--- config.mk ---
export PLATFORM = sky130hd
export DESIGN_NAME = beam_scan_sequencer_flat
export DESIGN_NICKNAME = d
export VERILOG_FILES = /design/src/rtl/beam_scan_if.sv /design/src/rtl/beam_scan_sequencer.sv /design/src/flat_wrapper.sv
export SDC_FILE = /design/constraint.sdc
export NUM_CORES = 1
export LEC_CHECK = 0
export ABC_AREA = 1
export ABC_CLOCK_PERIOD_IN_PS = 2920
export CELL_PAD_IN_SITES_DETAIL_PLACEMENT = 2
export CELL_PAD_IN_SITES_GLOBAL_PLACEMENT = 2
export CORE_MARGIN = 2
export CORE_UTILIZATION = 35
export DETAILED_ROUTE_END_ITERATION = 10
export GPL_TIMING_DRIVEN = 0
export HOLD_SLACK_MARGIN = 0.1
export MAX_ROUTING_LAYER = met4
export PLACE_DENSITY = 0.82
export SYNTH_ARGS = -nofsm -noshare
export SYNTH_HDL_FRONTEND = slang
export SYNTH_SLANG_ARGS = --single-unit
--- constraint.sdc ---
create_clock -name clk -period 2.92 [get_ports clk]
set_input_delay 0.292 -clock clk [delete_from_list [all_inputs] [get_ports clk]]
set_output_delay 0.292 -clock clk [all_outputs]
set_load 0.1 [all_outputs]
--- src/rtl/beam_scan_if.sv ---
// beam_scan_if
//   Groups the sequencer's control, configuration and beam-handshake signals.
//   master: the sequencer side (drives the datapath strobes and status).
//   slave : the environment side (drives enable, config, ready and clear).
//   Signals:
//     en, pdm_clk, wr_en, wr_ptr, rd_ch, rd_addr, acc_clr, acc_en,
//     cfg_we, cfg_ch, cfg_delay, out_valid, out_ready, busy, overrun, overrun_clr
interface beam_scan_if #(
  parameter int NUM_CH = 16,
  parameter int DLY_W  = 5
);
  localparam int CH_W = $clog2(NUM_CH);

  logic             en;
  logic             pdm_clk;
  logic             wr_en;
  logic [DLY_W-1:0] wr_ptr;
  logic [CH_W-1:0]  rd_ch;
  logic [DLY_W-1:0] rd_addr;
  logic             acc_clr;
  logic             acc_en;
  logic             cfg_we;
  logic [CH_W-1:0]  cfg_ch;
  logic [DLY_W-1:0] cfg_delay;
  logic             out_valid;
  logic             out_ready;
  logic             busy;
  logic             overrun;
  logic             overrun_clr;

  modport master (
    input  en, cfg_we, cfg_ch, cfg_delay, out_ready, overrun_clr,
    output pdm_clk, wr_en, wr_ptr, rd_ch, rd_addr, acc_clr, acc_en,
           out_valid, busy, overrun
  );

  modport slave (
    output en, cfg_we, cfg_ch, cfg_delay, out_ready, overrun_clr,
    input  pdm_clk, wr_en, wr_ptr, rd_ch, rd_addr, acc_clr, acc_en,
           out_valid, busy, overrun
  );
endinterface

--- src/rtl/beam_scan_sequencer.sv ---
// beam_scan_sequencer
//   Sequencer for the delay-and-sum beamformer. Divides clk down to the PDM
//   mic clock and, once per PDM period, writes a delay-line column, scans all
//   channels through the shared accumulator at steered read addresses, then
//   offers the beam sample downstream. Steering delays are double-buffered.
//   Ports:
//     clk    in  system clock
//     rst_n  in  asynchronous active-low reset
//     bus    beam_scan_if.master (control strobes, config, handshake, status)
//
//   state   | meaning
//   --------+-------------------------------------------------------------
//   IDLE    | waiting for a PDM sample tick
//   CAPTURE | write column at P, latch frame base, commit pending delays
//   SCAN    | one channel per cycle into the accumulator
//   EMIT    | out_valid held until downstream accepts
module beam_scan_sequencer #(
  parameter int NUM_CH  = 16,
  parameter int DLY_W   = 5,
  parameter int CLK_DIV = 16
) (
  input  logic        clk,
  input  logic        rst_n,
  beam_scan_if.master bus
);
  localparam int CH_W  = $clog2(NUM_CH);
  localparam int CNT_W = (CLK_DIV > 1) ? $clog2(CLK_DIV) : 1;

  typedef enum logic [1:0] {IDLE, CAPTURE, SCAN, EMIT} state_t;

  state_t           state;
  logic [CNT_W-1:0] div_cnt;
  logic             pdm_q;
  logic             div_wrap;
  logic             tick;

  logic [DLY_W-1:0] pend_dly [NUM_CH];
  logic [DLY_W-1:0] act_dly  [NUM_CH];
  logic             pend_dirty;
  logic             capture;
  logic [DLY_W-1:0] dly_ch0;

  logic [DLY_W-1:0] ptr_q;
  logic [DLY_W-1:0] base_q;
  logic [DLY_W-1:0] wr_ptr_q;
  logic             wr_en_q;
  logic [CH_W-1:0]  rd_ch_q;
  logic [CH_W-1:0]  nxt_ch;
  logic [DLY_W-1:0] rd_addr_q;
  logic             acc_clr_q;
  logic             acc_en_q;
  logic             out_valid_q;
  logic             busy_q;
  logic             overrun_q;

  // Tick marks the wrap on which pdm_clk falls.
  assign div_wrap = bus.en && (div_cnt == CNT_W'(CLK_DIV - 1));
  assign tick     = div_wrap && pdm_q;

  always_ff @(posedge clk or negedge rst_n) begin
    if (!rst_n) begin
      div_cnt <= '0;
      pdm_q   <= 1'b0;
    end else if (!bus.en) begin
      div_cnt <= '0;
      pdm_q   <= 1'b0;
    end else if (div_wrap) begin
      div_cnt <= '0;
      pdm_q   <= ~pdm_q;
    end else begin
      div_cnt <= div_cnt + CNT_W'(1);
    end
  end

  assign capture = (state == CAPTURE);

  // A write landing in the CAPTURE cycle keeps dirty set so it commits next frame.
  always_ff @(posedge clk or negedge rst_n) begin
    if (!rst_n) begin
      for (int i = 0; i < NUM_CH; i++) pend_dly[i] <= '0;
      pend_dirty <= 1'b0;
    end else begin
      if (bus.cfg_we) pend_dly[bus.cfg_ch] <= bus.cfg_delay;
      if (bus.cfg_we)   pend_dirty <= 1'b1;
      else if (capture) pend_dirty <= 1'b0;
    end
  end

  always_ff @(posedge clk or negedge rst_n) begin
    if (!rst_n) begin
      for (int i = 0; i < NUM_CH; i++) act_dly[i] <= '0;
    end else if (capture && pend_dirty) begin
      for (int i = 0; i < NUM_CH; i++) act_dly[i] <= pend_dly[i];
    end
  end

  // Channel 0 address is formed during CAPTURE, before the bank copy lands.
  assign dly_ch0 = pend_dirty ? pend_dly[0] : act_dly[0];
  assign nxt_ch  = rd_ch_q + CH_W'(1);

  always_ff @(posedge clk or negedge rst_n) begin
    if (!rst_n) begin
      state       <= IDLE;
      ptr_q       <= '0;
      base_q      <= '0;
      wr_ptr_q    <= '0;
      wr_en_q     <= 1'b0;
      rd_ch_q     <= '0;
      rd_addr_q   <= '0;
      acc_clr_q   <= 1'b0;
      acc_en_q    <= 1'b0;
      out_valid_q <= 1'b0;
      busy_q      <= 1'b0;
      overrun_q   <= 1'b0;
    end else begin
      wr_en_q   <= 1'b0;
      acc_clr_q <= 1'b0;
      case (state)
        IDLE: begin
          if (tick) begin
            state    <= CAPTURE;
            wr_en_q  <= 1'b1;
            wr_ptr_q <= ptr_q;
            busy_q   <= 1'b1;
          end
        end
        CAPTURE: begin
          state     <= SCAN;
          base_q    <= ptr_q;
          ptr_q     <= ptr_q + DLY_W'(1);
          rd_ch_q   <= '0;
          rd_addr_q <= ptr_q - dly_ch0;
          acc_en_q  <= 1'b1;
          acc_clr_q <= 1'b1;
        end
        SCAN: begin
          if (rd_ch_q == CH_W'(NUM_CH - 1)) begin
            state       <= EMIT;
            acc_en_q    <= 1'b0;
            out_valid_q <= 1'b1;
          end else begin
            rd_ch_q   <= nxt_ch;
            rd_addr_q <= base_q - act_dly[nxt_ch];
          end
        end
        EMIT: begin
          if (bus.out_ready) begin
            state       <= IDLE;
            out_valid_q <= 1'b0;
            busy_q      <= 1'b0;
          end
        end
        default: state <= IDLE;
      endcase

      // A new overrun event beats a simultaneous clear.
      if (tick && (state != IDLE)) overrun_q <= 1'b1;
      else if (bus.overrun_clr)    overrun_q <= 1'b0;
    end
  end

  assign bus.pdm_clk   = pdm_q;
  assign bus.wr_en     = wr_en_q;
  assign bus.wr_ptr    = wr_ptr_q;
  assign bus.rd_ch     = rd_ch_q;
  assign bus.rd_addr   = rd_addr_q;
  assign bus.acc_clr   = acc_clr_q;
  assign bus.acc_en    = acc_en_q;
  assign bus.out_valid = out_valid_q;
  assign bus.busy      = busy_q;
  assign bus.overrun   = overrun_q;
endmodule

--- src/flat_wrapper.sv ---
// flat-port wrapper written by rule: the top's interface ports become plain ports
module beam_scan_sequencer_flat 
#(
  parameter int NUM_CH  = 16,
  parameter int DLY_W   = 5,
  parameter int CLK_DIV = 16
)
  (clk, rst_n, bus_en, bus_cfg_we, bus_cfg_ch, bus_cfg_delay, bus_out_ready, bus_overrun_clr, bus_pdm_clk, bus_wr_en, bus_wr_ptr, bus_rd_ch, bus_rd_addr, bus_acc_clr, bus_acc_en, bus_out_valid, bus_busy, bus_overrun);
  beam_scan_if #(.NUM_CH(NUM_CH), .DLY_W(DLY_W)) bus_i ();
  input  logic clk;
  input  logic rst_n;
  input wire logic [$bits(bus_i.en)-1:0] bus_en;
  input wire logic [$bits(bus_i.cfg_we)-1:0] bus_cfg_we;
  input wire logic [$bits(bus_i.cfg_ch)-1:0] bus_cfg_ch;
  input wire logic [$bits(bus_i.cfg_delay)-1:0] bus_cfg_delay;
  input wire logic [$bits(bus_i.out_ready)-1:0] bus_out_ready;
  input wire logic [$bits(bus_i.overrun_clr)-1:0] bus_overrun_clr;
  output wire logic [$bits(bus_i.pdm_clk)-1:0] bus_pdm_clk;
  output wire logic [$bits(bus_i.wr_en)-1:0] bus_wr_en;
  output wire logic [$bits(bus_i.wr_ptr)-1:0] bus_wr_ptr;
  output wire logic [$bits(bus_i.rd_ch)-1:0] bus_rd_ch;
  output wire logic [$bits(bus_i.rd_addr)-1:0] bus_rd_addr;
  output wire logic [$bits(bus_i.acc_clr)-1:0] bus_acc_clr;
  output wire logic [$bits(bus_i.acc_en)-1:0] bus_acc_en;
  output wire logic [$bits(bus_i.out_valid)-1:0] bus_out_valid;
  output wire logic [$bits(bus_i.busy)-1:0] bus_busy;
  output wire logic [$bits(bus_i.overrun)-1:0] bus_overrun;
  assign bus_i.en = bus_en;
  assign bus_i.cfg_we = bus_cfg_we;
  assign bus_i.cfg_ch = bus_cfg_ch;
  assign bus_i.cfg_delay = bus_cfg_delay;
  assign bus_i.out_ready = bus_out_ready;
  assign bus_i.overrun_clr = bus_overrun_clr;
  assign bus_pdm_clk = bus_i.pdm_clk;
  assign bus_wr_en = bus_i.wr_en;
  assign bus_wr_ptr = bus_i.wr_ptr;
  assign bus_rd_ch = bus_i.rd_ch;
  assign bus_rd_addr = bus_i.rd_addr;
  assign bus_acc_clr = bus_i.acc_clr;
  assign bus_acc_en = bus_i.acc_en;
  assign bus_out_valid = bus_i.out_valid;
  assign bus_busy = bus_i.busy;
  assign bus_overrun = bus_i.overrun;
  beam_scan_sequencer #(.NUM_CH(NUM_CH), .DLY_W(DLY_W), .CLK_DIV(CLK_DIV)) u_core (.clk(clk), .rst_n(rst_n), .bus(bus_i));
endmodule
Figure 1. Sequential cells colored by netlist name.
Drawn at 3 px/um.
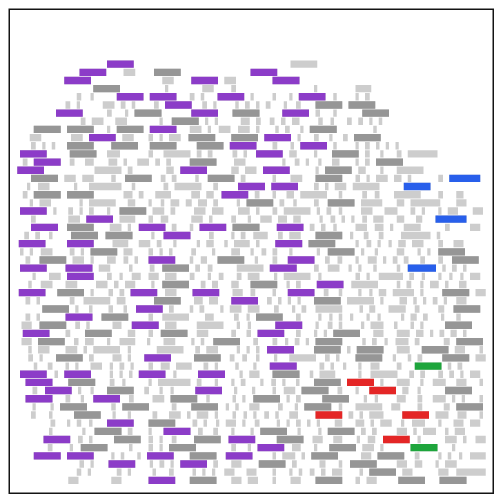
green -> `u_core.state`  # flops 2
purple -> `u_core.pend_dly`  # flops 80
red -> `u_core.ptr_q`  # flops 5, where lower right
blue -> `u_core.bus.rd_ch`  # flops 4, where middle right

Figure 2. Routing congestion map.
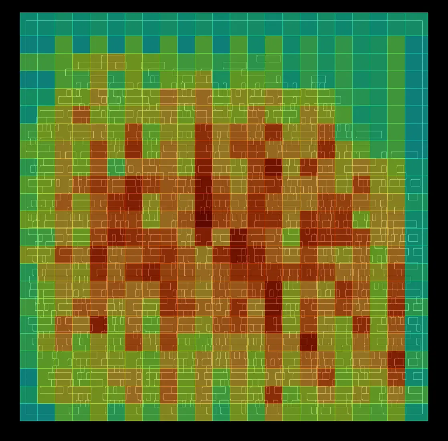
met1 Usage GRT: 27.8%
Avg WL per Cell: 23.3 um

Figure 3. Clock network drawn from the DEF.
Drawn at 4 px/um.
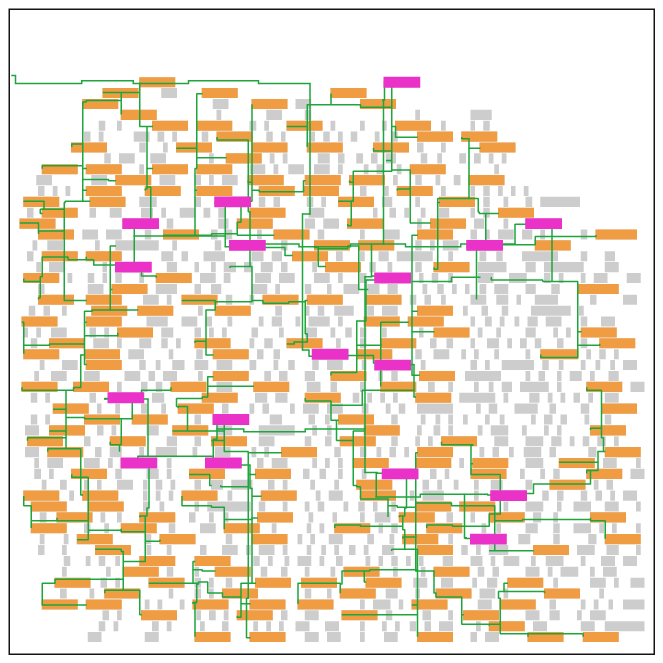
magenta -> clock-net drivers  # count 17
orange -> flip-flops  # count 198
green -> clock wires  # length 2740 um
routed clock nets = 18

Figure 4. Cells colored by class.
Drawn at 3 px/um. Fill, decap, tap and diode cells in gray.
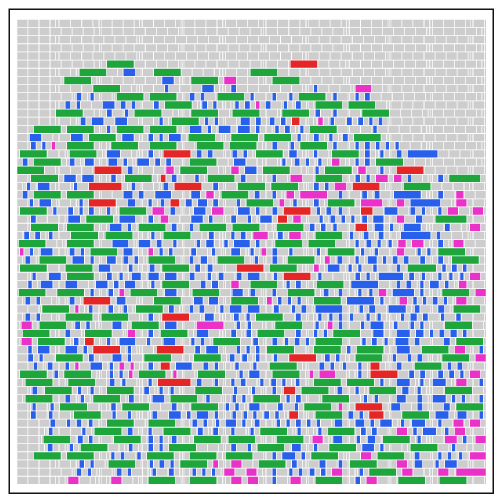
magenta -> remaining buffers and delay cells  # cells 91, share of their area 8.2%
blue -> remaining logic cells  # cells 651, share of their area 37%
green -> registers  # cells 198, share of their area 49%
red -> clock drivers and dummy loads  # cells 31, share of their area 5.9%

Figure 5. PDN straps and rails.
Drawn at 2 px/um. Pins as bars on the die edge.
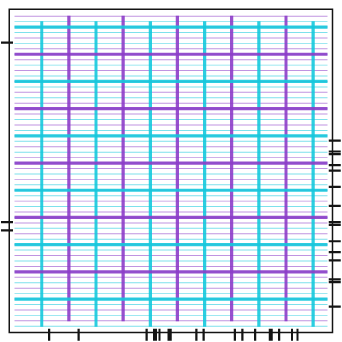
purple -> VDD
cyan -> VSS
met4 straps = 11
signal pins = 36
met1 rails = 58

layout make-up:
type	count	area, sq um
timing repair buffer	56	564
buffer	35	269
tap	324	405
clock buffer	18	439
inverter	77	293
sequential	198	4960
fill	2557	13700
multi-input combinational	574	3430
clock inverter	13	159
per-layer routing:
layer | part of all wire (%) | track usage [%]
met5 | 0 | -
met2 | 53 | 42.0
met4 | 3.2 | 8.81
met1 | 39 | 27.8
met3 | 4.8 | 3.67
worst min-delay path, stage by stage:
cell and delay, ns:
buf_2 0.16, inv_1 0.12, nand2_1 0.09
power groups by stage:
stage                     Combinational, mW  Sequential [mW]  Clock, mW
after floorplan                        3.10             4.55          0
after global placement                 4.85             4.26          0
after detailed placement               5.11             4.32          0
after CTS                              5.89             4.30       2.53
after global routing                   7.30             4.43       2.62
final                                  6.74             4.35       2.49
==> run summary <==
Status -> complete, but fails checks
Failing checks -> negative setup slack
Worst setup path startpoint -> u_core.bus.rd_ch[0]
Worst r2r src -> u_core.bus.rd_ch[0]
Vias per cell -> 5.32
Sw Ratio -> 44.1%
Slew headroom -> 33.9%
Critical path type -> flop to flop
Setup slack at placement -> -0.573 ns
Mux area share -> 6.67%
First-pass GRT wire length -> 45500 um
Setup Viol. Count Final -> 3
R2r endpoint -> u_core.bus.rd_addr[4]
Mapped cell area -> 0.00861 sq mm
Worst Hold Class -> input pin to flop
Comb pwr share -> 49.6%
Largest regs -> u_core.act_dly: 80 flops, u_core.pend_dly: 80 flops
GRT Resource Usage Total -> 23.9%
Post-Synth Simple-Gate Area -> 13.8%
Worst hold slack -> 0.256 ns
Antenna violations before repair -> 0
Cell depth of the worst flop-to-flop path -> 16
DR pass1 iterations -> 4
Clock transition at path regs -> 0.08 ns
Largest net degree at the start of global routing -> 111
Final Critical Period -> 3.09 ns
Count of library flops with an enable pin -> 0
Layout Cells excl Fill -> 1295
Final worst slack -> -0.174 ns
Setup_tns -> -0.301 ns
Power is estimated from default activity; no workload was simulated.
